`src/rtl/firebird7_in_gate1_tessent_data_mux_pkg.sv`:
```
// Shared types and constants for the firebird7_in_gate1 IJTAG override mux.
package firebird7_in_gate1_tessent_data_mux_pkg;

  typedef enum logic {
    CH_ACTIVE = 1'b0,
    CH_HOLD   = 1'b1
  } ch_state_t;

  localparam int CNT_W = 4;

  // Bits per channel in the IJTAG data register: {sel, data}.
  function automatic int slice_w(input int width);
    return width + 1;
  endfunction

endpackage

```
`src/rtl/firebird7_in_gate1_tessent_data_mux_chan.sv`:
```
// One override channel: select FSM, settle counter, hold register and output mux.
module firebird7_in_gate1_tessent_data_mux_chan
  import firebird7_in_gate1_tessent_data_mux_pkg::*;
#(
  parameter int WIDTH  = 3,
  parameter int SETTLE = 2
) (
  input  logic             clk,
  input  logic             rst_n,
  input  logic             i_upd_en,
  input  logic             i_new_sel,
  input  logic             i_upd_sel,
  input  logic [WIDTH-1:0] i_upd_data,
  input  logic [WIDTH-1:0] i_func_data,
  output logic [WIDTH-1:0] o_data,
  output logic             o_busy,
  output logic             o_eff_sel
);

  localparam logic [CNT_W-1:0] RELOAD = CNT_W'((SETTLE > 0) ? SETTLE - 1 : 0);

  ch_state_t        r_state, w_state_nxt;
  logic [CNT_W-1:0] r_cnt, w_cnt_nxt;
  logic [WIDTH-1:0] r_hold, w_hold_nxt;
  logic             r_eff_sel, w_eff_sel_nxt;
  logic             w_sel_change;
  logic [WIDTH-1:0] w_data;

  assign w_sel_change = i_upd_en && (i_new_sel != i_upd_sel);

  assign w_data    = (r_state == CH_HOLD) ? r_hold
                   : (r_eff_sel ? i_upd_data : i_func_data);
  assign o_data    = w_data;
  assign o_busy    = (r_state == CH_HOLD);
  assign o_eff_sel = r_eff_sel;

  always_comb begin
    // NOTE: every signal assigned here gets a default first so no latch is inferred.
    w_state_nxt   = r_state;
    w_cnt_nxt     = r_cnt;
    w_hold_nxt    = r_hold;
    w_eff_sel_nxt = r_eff_sel;
    case (r_state)
      CH_ACTIVE: begin
        if (w_sel_change) begin
          if (SETTLE == 0) begin
            w_eff_sel_nxt = i_new_sel;
          end else begin
            w_hold_nxt  = w_data;
            w_cnt_nxt   = RELOAD;
            w_state_nxt = CH_HOLD;
          end
        end
      end
      CH_HOLD: begin
        // A retrigger restarts the settle window but keeps the frozen value.
        if (w_sel_change) begin
          w_cnt_nxt = RELOAD;
        end else if (r_cnt == '0) begin
          w_eff_sel_nxt = i_upd_sel;
          w_state_nxt   = CH_ACTIVE;
        end else begin
          w_cnt_nxt = r_cnt - CNT_W'(1);
        end
      end
      default: w_state_nxt = CH_ACTIVE;
    endcase
  end

  always_ff @(posedge clk or negedge rst_n) begin
    if (!rst_n) begin
      r_state   <= CH_ACTIVE;
      r_cnt     <= '0;
      r_hold    <= '0;
      r_eff_sel <= 1'b0;
    end else begin
      // NOTE: sequential state uses non-blocking assignments so all flops sample pre-edge values.
      r_state   <= w_state_nxt;
      r_cnt     <= w_cnt_nxt;
      r_hold    <= w_hold_nxt;
      r_eff_sel <= w_eff_sel_nxt;
    end
  end

endmodule

```
`src/rtl/firebird7_in_gate1_tessent_data_mux_ctl.sv`:
```
// IJTAG-controlled override mux: shared shift/update data register plus CHANNELS
// independent channels that switch between functional and IJTAG-supplied data.
module firebird7_in_gate1_tessent_data_mux_ctl
  import firebird7_in_gate1_tessent_data_mux_pkg::*;
#(
  parameter int WIDTH    = 3,
  parameter int CHANNELS = 4,
  parameter int SETTLE   = 2
) (
  input  logic                      ijtag_tck,
  input  logic                      ijtag_reset,
  input  logic                      ijtag_sel,
  input  logic                      ijtag_ce,
  input  logic                      ijtag_se,
  input  logic                      ijtag_ue,
  input  logic                      ijtag_si,
  output logic                      ijtag_so,
  input  logic [CHANNELS*WIDTH-1:0] functional_data_in,
  output logic [CHANNELS*WIDTH-1:0] data_out,
  output logic [CHANNELS-1:0]       switch_busy
);

  localparam int SW = slice_w(WIDTH);
  localparam int L  = CHANNELS * SW;

  logic [L-1:0]        r_shift;
  logic [L-1:0]        r_upd;
  logic [L-1:0]        w_capture;
  logic [CHANNELS-1:0] w_eff_sel;
  logic                w_upd_en;

  assign w_upd_en = ijtag_sel && ijtag_ue;
  assign ijtag_so = r_shift[0];

  always_ff @(posedge ijtag_tck or negedge ijtag_reset) begin
    if (!ijtag_reset) begin
      r_shift <= '0;
      r_upd   <= '0;
    end else begin
      if (ijtag_sel) begin
        if (ijtag_ce) begin
          r_shift <= w_capture;
        end else if (ijtag_se) begin
          r_shift <= {ijtag_si, r_shift[L-1:1]};
        end
      end
      // Update samples the pre-edge shift register even when capture/shift fire too.
      if (w_upd_en) begin
        r_upd <= r_shift;
      end
    end
  end

  for (genvar c = 0; c < CHANNELS; c++) begin : g_chan
    // Capture reports the effective select, which lags the update during a hold.
    assign w_capture[c*SW +: SW] = {w_eff_sel[c], functional_data_in[c*WIDTH +: WIDTH]};

    firebird7_in_gate1_tessent_data_mux_chan #(
      .WIDTH  (WIDTH),
      .SETTLE (SETTLE)
    ) u_chan (
      .clk         (ijtag_tck),
      .rst_n       (ijtag_reset),
      .i_upd_en    (w_upd_en),
      .i_new_sel   (r_shift[c*SW + WIDTH]),
      .i_upd_sel   (r_upd[c*SW + WIDTH]),
      .i_upd_data  (r_upd[c*SW +: WIDTH]),
      .i_func_data (functional_data_in[c*WIDTH +: WIDTH]),
      .o_data      (data_out[c*WIDTH +: WIDTH]),
      .o_busy      (switch_busy[c]),
      .o_eff_sel   (w_eff_sel[c])
    );
  end

endmodule

```
`config.mk`:
```
export PLATFORM = sky130hd
export DESIGN_NAME = firebird7_in_gate1_tessent_data_mux_ctl
export DESIGN_NICKNAME = d
export VERILOG_FILES = /design/src/rtl/firebird7_in_gate1_tessent_data_mux_pkg.sv /design/src/rtl/firebird7_in_gate1_tessent_data_mux_chan.sv /design/src/rtl/firebird7_in_gate1_tessent_data_mux_ctl.sv
export SDC_FILE = /design/constraint.sdc
export NUM_CORES = 1
export LEC_CHECK = 0
export CAP_MARGIN = 20
export CORE_UTILIZATION = 40
export CTS_BUF_LIST = sky130_fd_sc_hd__clkbuf_8
export DETAILED_ROUTE_END_ITERATION = 6
export DONT_BUFFER_PORTS = 1
export SYNTH_ARGS = -nofsm -noshare
export SYNTH_HDL_FRONTEND = slang
export SYNTH_SLANG_ARGS = --single-unit
```
`constraint.sdc`:
```
create_clock -name ijtag_tck -period 1.3 [get_ports ijtag_tck]
set_input_delay 0.13 -clock ijtag_tck [delete_from_list [all_inputs] [get_ports ijtag_tck]]
set_output_delay 0.13 -clock ijtag_tck [all_outputs]
set_load 0.01 [all_outputs]
```
==> qor.txt <==
P_leak -> 2.007 nW
Critical Path Start -> g_chan[3].u_chan.o_eff_sel
CP max FO -> 5
Clk pwr share -> 0.206
worst hold slack -> -527.7 ps
Seq cells post-synth -> 68
clock-pin slew on the worst setup and hold paths -> 80 ps
I/O pin count -> 36
Synth Warn # -> 0
clock buffers -> 11
Mux area share -> 0.2482
Plain + repair buffers -> 45
number of setup violations in the final report -> 31
worst-margin pin slew -> 289.5 ps
Final Total Pwr -> 10.77 mW
final core occ -> 0.5653
register-to-register setup slack -> -130 ps
Req. time, crit path -> 1170 ps
P_comb -> 4.83 mW
Logic family by area -> multiplexers
outcome -> finished, violations left
worst setup slack after layout -> -251.9 ps
xor+xnor area frac -> 0.01047
DRT Wirelength -> 7193 um
first-pass GRT wire length -> 12250 um
fp_density -> 0.4222
Syn-to-layout area delta -> 33.91%
crit-path most repeated cell -> mux2_4
Final Wtd Congestion -> 0.7826
post-DR wirelength/cell -> 16.77 um
Fin. Hold Viols -> 68
CP max-delay cell -> dfrtp_2
chip height -> 93.48 um
CTS max path bufs -> 2
Synth Net Count -> 305
failing checks -> hold timing, setup timing
Net Sw Power -> 3.631 mW
fraction of layout instances using a drive strength above 1 -> 0.5260
CORE AREA -> 7928 um2
Tmin final -> 1552 ps
WP depth -> 2
post-route ant nets -> 0
Hold Crit Class -> in2async
Root Buffer -> clkbuf_8
CP max stage delay -> 470 ps
fraction of area in multi-input gates -> 0.4405
DR WL met3 -> 240 um
[cells in the mapped netlist (all sizes together)]
| cell | n | area, um2 |
|---|---|---|
| o22ai | 4 | 25.02 |
| and3 | 4 | 25.02 |
| dfrtp | 68 | 1702 |
| nand2 | 25 | 96.35 |
| buf | 15 | 95.09 |
| nor3 | 4 | 40.04 |
| mux2 | 56 | 630.6 |
| xnor2 | 4 | 35.03 |
| ha | 4 | 50.05 |
| nand4b | 4 | 35.03 |
| a311oi | 4 | 35.03 |
| clkbuf | 1 | 5.000 |
| or3b | 4 | 37.54 |
| a21oi | 12 | 60.06 |
| a21o | 4 | 30.03 |
| o2111ai | 4 | 35.03 |
| inv | 8 | 30.03 |
| nor2 | 16 | 60.06 |
| o21ai | 17 | 85.08 |
| mux2i | 20 | 200.2 |
| nor4b | 4 | 35.03 |
Fig. 1: supply network
(4 px per um) Pins as bars on the die edge. Tap cells in grey.
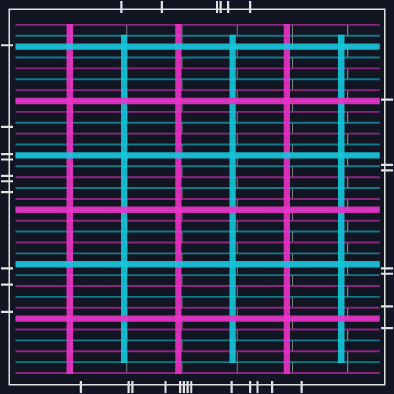
VSS: marked magenta. VDD: marked cyan.
6 straps on met5. 33 met1 rails follow the rows. The core has 32 rows. 6 straps on met4. 36 signal pins sit on the boundary.

Fig. 2: cell density map
(4 px per um) The die is cut into 9 by 9 equal tiles; white is low, dark blue is high, 0 to 100% covered.
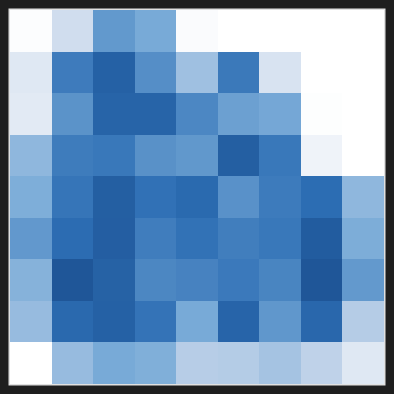
The emptiest ninth of the die: north-east. The mean over all tiles is 50%. 14% of the tiles are nearly empty. 21% of the tiles are over 75% full. The fullest tile reaches 85%.

Fig. 3: clock nets
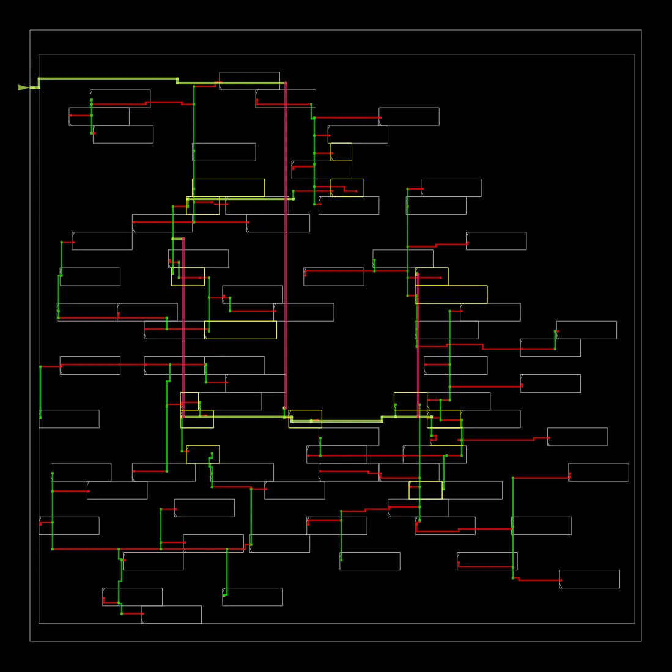
Clk power: 2.22 mW
clock skew: 11.20 ps
CTS buffer count: 9
CTS Sinks: 68
Late-Pin Clk Latency: 340 ps

Fig. 4: wiring by layer
(4 px per um)
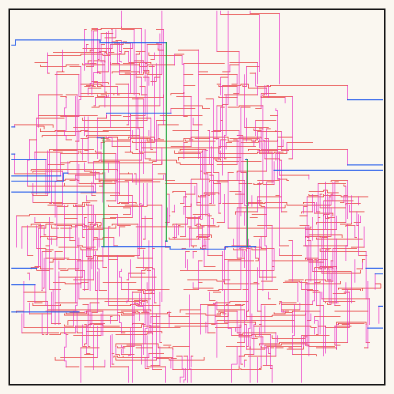
M3: marked blue, wire length 241 um. M4: marked green, wire length 98.6 um. M1: marked red, wire length 3270 um. M2: marked magenta, wire length 3590 um.

Power and IR drop assume default switching activity.
